File: src/rtl/dm_access_ctrl.sv
// dm_access_ctrl: sequences one data-memory load/store per instruction over a valid/ready bus.
// Define DM_TIMEOUT_EN to add a REQ/WAIT watchdog that aborts the access with bus_err.

module dm_access_ctrl #(
   parameter int unsigned TIMEOUT = 255
) (
   input  logic        clk,
   input  logic        arst_n,
   input  logic        ld_en,
   input  logic        st_en,
   input  logic [2:0]  funct3,
   input  logic [31:0] addr,
   input  logic [31:0] wdata,
   output logic        stall,
   output logic        ld_valid,
   output logic [31:0] ld_data,
   output logic        misalign,
   output logic        bus_err,
   output logic        mem_req_valid,
   input  logic        mem_req_ready,
   output logic        mem_we,
   output logic [31:0] mem_addr,
   output logic [3:0]  mem_be,
   output logic [31:0] mem_wdata,
   input  logic        mem_rsp_valid,
   input  logic [31:0] mem_rdata
);

   typedef enum logic [1:0] {
      IDLE = 2'd0,
      REQ  = 2'd1,
      WAIT = 2'd2,
      DONE = 2'd3
   } state_e;

   state_e      state_q, state_d;
   logic [31:0] addr_q, wdata_q;
   logic [31:0] ld_data_q, ld_data_d;
   logic [2:0]  funct3_q;
   logic        we_q;
   logic [3:0]  be_q;

   logic        is_byte, is_half, aligned, access, start;
   logic [3:0]  be_c;
   logic [31:0] wdata_c;
   logic [7:0]  byte_sel;
   logic [15:0] half_sel;
   logic [31:0] ld_ext;

`ifdef DM_TIMEOUT_EN
   localparam int CntW = $clog2(TIMEOUT + 1);
   localparam logic [CntW-1:0] TimeoutVal = CntW'(TIMEOUT);
   logic [CntW-1:0] cnt_q, cnt_d, cnt_inc;
   logic            err_q, err_d;
`endif

   // Decode access size, check alignment, and build byte enables and replicated store data.
   // funct3[1:0] of 10/11 (including 110/111) is treated as a word access.
   always_comb begin
      is_byte  = (funct3[1:0] == 2'b00);
      is_half  = (funct3[1:0] == 2'b01);
      aligned  = is_byte | (is_half & ~addr[0]) |
                 (~is_byte & ~is_half & (addr[1:0] == 2'b00));
      access   = ld_en | st_en;
      start    = access & aligned & (state_q == IDLE);
      misalign = access & ~aligned & (state_q == IDLE);
      be_c     = 4'b1111;
      wdata_c  = wdata;
      if (is_byte) begin
         be_c    = 4'b0001 << addr[1:0];
         wdata_c = {4{wdata[7:0]}};
      end else if (is_half) begin
         be_c    = 4'b0011 << addr[1:0];
         wdata_c = {2{wdata[15:0]}};
      end
   end

   // Select the addressed lane of the read word and sign/zero extend it per the captured funct3.
   always_comb begin
      byte_sel = mem_rdata[7:0];
      case (addr_q[1:0])
         2'd1:    byte_sel = mem_rdata[15:8];
         2'd2:    byte_sel = mem_rdata[23:16];
         2'd3:    byte_sel = mem_rdata[31:24];
         default: byte_sel = mem_rdata[7:0];
      endcase
      half_sel = addr_q[1] ? mem_rdata[31:16] : mem_rdata[15:0];
      ld_ext   = mem_rdata;
      case (funct3_q[1:0])
         2'b00:   ld_ext = funct3_q[2] ? {24'd0, byte_sel} : {{24{byte_sel[7]}}, byte_sel};
         2'b01:   ld_ext = funct3_q[2] ? {16'd0, half_sel} : {{16{half_sel[15]}}, half_sel};
         default: ld_ext = mem_rdata;
      endcase
   end

   // Next-state logic for the IDLE/REQ/WAIT/DONE sequencer, including the optional watchdog.
   always_comb begin
      state_d   = state_q;
      ld_data_d = ld_data_q;
`ifdef DM_TIMEOUT_EN
      cnt_inc   = cnt_q + CntW'(1);
      cnt_d     = cnt_q;
      err_d     = err_q;
`endif
      case (state_q)
         IDLE: begin
            if (start) begin
               state_d = REQ;
`ifdef DM_TIMEOUT_EN
               cnt_d   = '0;
               err_d   = 1'b0;
`endif
            end
         end
         REQ: begin
`ifdef DM_TIMEOUT_EN
            cnt_d = cnt_inc;
            if (cnt_inc == TimeoutVal) begin
               state_d = DONE;
               err_d   = 1'b1;
            end else if (mem_req_ready) begin
               state_d = WAIT;
            end
`else
            if (mem_req_ready) state_d = WAIT;
`endif
         end
         WAIT: begin
            if (mem_rsp_valid) begin
               if (!we_q) ld_data_d = ld_ext;
               state_d = DONE;
            end
`ifdef DM_TIMEOUT_EN
            else begin
               cnt_d = cnt_inc;
               if (cnt_inc == TimeoutVal) begin
                  state_d = DONE;
                  err_d   = 1'b1;
               end
            end
`endif
         end
         DONE:    state_d = IDLE;
         default: state_d = IDLE;
      endcase
   end

   // State, load result and captured request registers with asynchronous active-low reset.
   always_ff @(posedge clk or negedge arst_n) begin
      if (!arst_n) begin
         state_q   <= IDLE;
         ld_data_q <= '0;
         addr_q    <= '0;
         wdata_q   <= '0;
         funct3_q  <= '0;
         we_q      <= 1'b0;
         be_q      <= '0;
`ifdef DM_TIMEOUT_EN
         cnt_q     <= '0;
         err_q     <= 1'b0;
`endif
      end else begin
         state_q   <= state_d;
         ld_data_q <= ld_data_d;
`ifdef DM_TIMEOUT_EN
         cnt_q     <= cnt_d;
         err_q     <= err_d;
`endif
         if (start) begin
            addr_q   <= addr;
            wdata_q  <= wdata_c;
            funct3_q <= funct3;
            we_q     <= st_en;
            be_q     <= be_c;
         end
      end
   end

   assign stall         = start | (state_q == REQ) | (state_q == WAIT);
   assign mem_req_valid = (state_q == REQ);
   assign mem_we        = we_q;
   assign mem_addr      = {addr_q[31:2], 2'b00};
   assign mem_be        = be_q;
   assign mem_wdata     = wdata_q;
   assign ld_data       = ld_data_q;
`ifdef DM_TIMEOUT_EN
   assign ld_valid      = (state_q == DONE) & ~we_q & ~err_q;
   assign bus_err       = (state_q == DONE) & err_q;
`else
   assign ld_valid      = (state_q == DONE) & ~we_q;
   assign bus_err       = 1'b0;
`endif

endmodule

File: config.mk
export PLATFORM = sky130hd
export DESIGN_NAME = dm_access_ctrl
export DESIGN_NICKNAME = d
export VERILOG_FILES = /design/src/rtl/dm_access_ctrl.sv
export SDC_FILE = /design/constraint.sdc
export NUM_CORES = 1
export LEC_CHECK = 0
export CORE_UTILIZATION = 30
export CTS_BUF_LIST = sky130_fd_sc_hd__clkbuf_8
export CTS_CLUSTER_SIZE = 25
export DETAILED_ROUTE_END_ITERATION = 10
export GPL_TIMING_DRIVEN = 0
export PLACE_DENSITY = 0.61
export SLEW_MARGIN = 15
export SYNTH_ARGS = -nofsm -noshare
export SYNTH_HDL_FRONTEND = slang
export SYNTH_SLANG_ARGS = --single-unit
export TNS_END_PERCENT = 20
File: constraint.sdc
create_clock -name clk -period 3.04 [get_ports clk]
set_clock_uncertainty 0.05 [all_clocks]
set_input_delay 0.304 -clock clk [delete_from_list [all_inputs] [get_ports clk]]
set_output_delay 0.304 -clock clk [all_outputs]
set_load 0.03 [all_outputs]
==> Slide: Implementation Results <==
Key Metrics from the Run

Final layout
  • Non-Clock Inverter Count: 6
  • Layout net count: 915
  • Layout overhead on the synthesized area: 49.2%
  • Non-clock buffer area fraction after layout: 32.0%
  • Register cell area after layout: 0.00265 sq mm
  • Count of antenna diodes in the layout: 0
  • Proportion of layout cells with a drive suffix above 1: 8.31%
  • Logic cell area: 0.00218 sq mm
  • Share of the final layout cell area in sequential cells: 33.8%

Floorplanning
  • Vertical die size: 134 um
  • Row cnt: 48
  • Boundary pin count: 211
  • Core utilization at floorplan: 30.6%
  • Core outline area: 0.0172 sq mm

Yosys
  • Count leader, synth: sky130_fd_sc_hd__nand2_1
  • Post-synth tally of flip-flops with integrated enable: 0
  • #FFs+latches synth: 106
  • Post-synthesis sequential area ratio: 50.5%
  • Basic Gates by Area: 18.9%
  • Top cells by area, synth: sky130_fd_sc_hd__dfrtp_1 (50%), sky130_fd_sc_hd__nand2_1 (12%), sky130_fd_sc_hd__mux2i_1 (6.5%), sky130_fd_sc_hd__buf_4 (4.7%), sky130_fd_sc_hd__a21oi_1 (3.9%)
  • Cell types with the highest counts after synthesis: sky130_fd_sc_hd__nand2_1 (173), sky130_fd_sc_hd__dfrtp_1 (106), sky130_fd_sc_hd__nor2_1 (46), sky130_fd_sc_hd__a21oi_1 (41), sky130_fd_sc_hd__mux2i_1 (34)
  • Commonest register cell after synthesis: sky130_fd_sc_hd__dfrtp_1
  • Yosys top cell area share: 50.5%
  • Yosys aoi share: 13.0%
  • Cell total in the yosys stat output: 582

Clock network
  • Clock buffer depth: 2
  • Number of buffers inserted for hold repair after clock tree synthesis: 1
  • Clock-pin slew reported for the worst setup and hold paths after clock tree synthesis: 100 ps
  • H-tree depth: 3
  • Buffers inserted during post-CTS setup optimization: 0
  • Root buffer cell: sky130_fd_sc_hd__clkbuf_8

STA
  • Tcrit/Tclk final: 89.2%
  • Final critical path time including I/O delays and setup: 2710 ps
  • Hold Violations, Final: 0
  • Highest Clock Rate: 369 MHz
  • Headroom to the max-slew limit: 42.8%
  • Worst-case hold slack: 317 ps
  • Number of setup violations in the final report: 0

Worst hold path
  • Worst min-delay path endpoint: mem_be[2]$_DFFE_PN0P_
  • Worst hold path type: primary input to register

Worst setup path
  • Largest delay share family, worst path: buffers and inverters
  • Cells along the critical path: clkdlybuf4s50_1, inv_1, ha_1, nor2b_2, nor2_1, nor2_1, clkdlybuf4s50_1
  • Delay of the slowest cell on the worst path: 730 ps
  • Worst Path Arrival: 2360 ps
  • CP max-delay cell: sky130_fd_sc_hd__clkdlybuf4s50_1
  • Data required time at the worst endpoint: 2690 ps
  • Startpoint of the worst setup timing path: addr[1]
  • Endpoint of the most critical register-to-register path: funct3_q[1]$_DFFE_PN0P_
  • Flop2flop setup slack: 740 ps
  • Number of buffers and inverters on the critical path: 3

Power and ir drop
  • Peak ir drop on the vdd network: 0.510 mV
  • Internal power of the cells: 4490 uW
  • Part of the power in combinational logic: 58.5%
  • Power in sequential cells: 2480 uW
  • Leakage power of the design: 0.00356 uW
  • Relative contribution of sequential cells to total power: 30.4%
  • Power per cell area: 1040 mW/mm^2
  • Main power-consuming group: combinational logic

Global routing
  • Met3 Track Usage GR: 6.31%
  • Congestion Overflow GR: 0
  • First-pass GRT wire length: 26600 um
  • GRT Total Usage: 19.3%
  • Via count of the first global-routing pass: 4756

Drt
  • Drt pass-1 iters: 4
  • Total routed wire length on the met1 layer: 7120 um
  • # DRC: 0
  • Post-DRT Antenna Nets: 0

Place
  • Post-placement cell count: 1015

Run
  • Maximum Capacitance Violations: 0

Outcome
  • Result of the run: completed
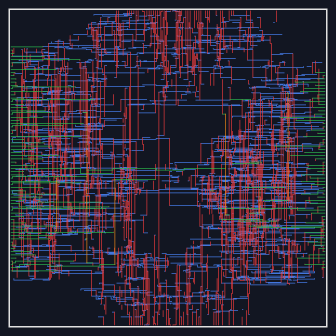
(metal layers overlaid)
green -> metal 3  # wire length 1590 um
red -> metal 2  # wire length 7760 um
orange -> metal 4  # wire length 221 um
blue -> metal 1  # wire length 7120 um
post-DR wirelength/cell: 16.2 um
number of vias after detailed routing: 4805
Final Routed Wirelength: 16700 um

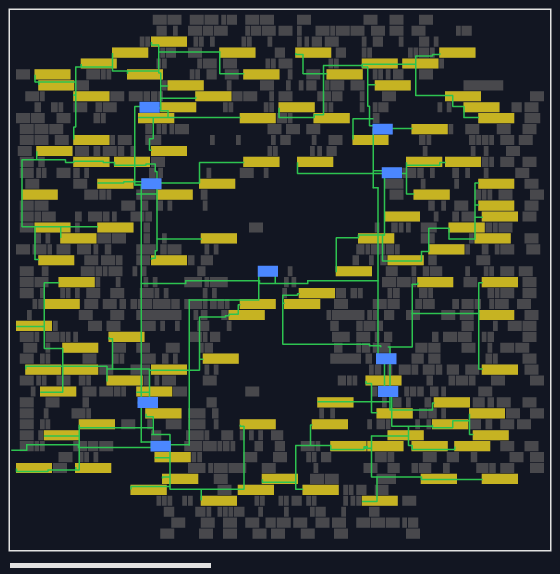
(clock network drawn from the DEF)
The bar under the picture is 50 um long.
blue -> clock drivers  # count 9
yellow -> flip-flops  # count 106
green -> clock wires  # length 1550 um
flops lie = widely spread
total clock network power: 902 uW
clock latency of the later-clocked register in the worst-skew pair: 380 ps
clock network power share: 11.1%

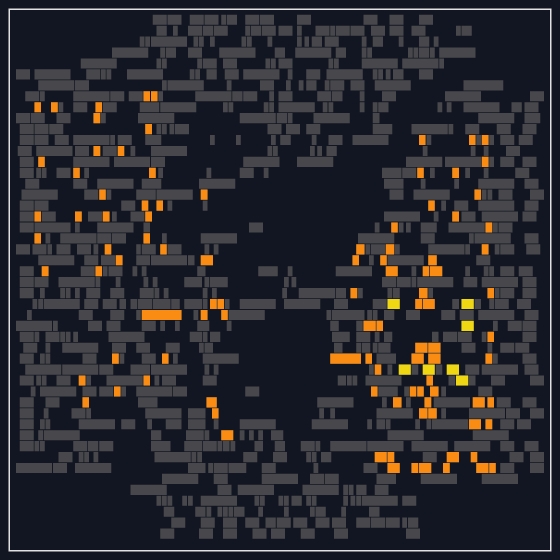
(logic cells by family)
orange -> aoi and oai cells  # cells 101
yellow -> non-inverting ao/oa cells  # cells 7
fin cells: 1031
combinational share of cell area: 27.8%
most common logic cell in the routed design: sky130_fd_sc_hd__clkdlybuf4s50_1

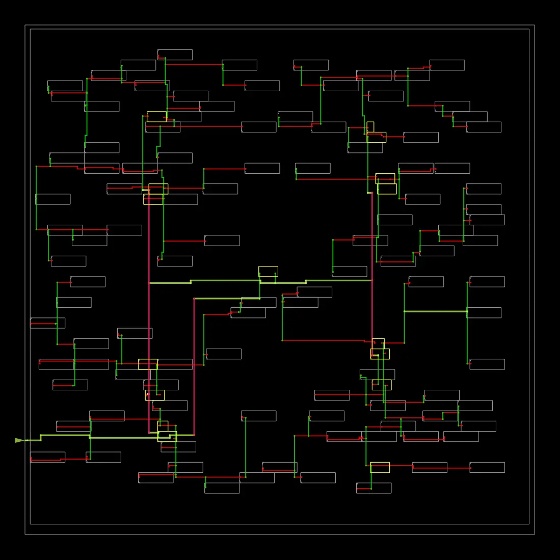
(clock routing)
clock buffer count in the final layout: 13
number of buffers created by CTS: 9
number of clock sinks: 106

Power is estimated from default activity; no workload was simulated.
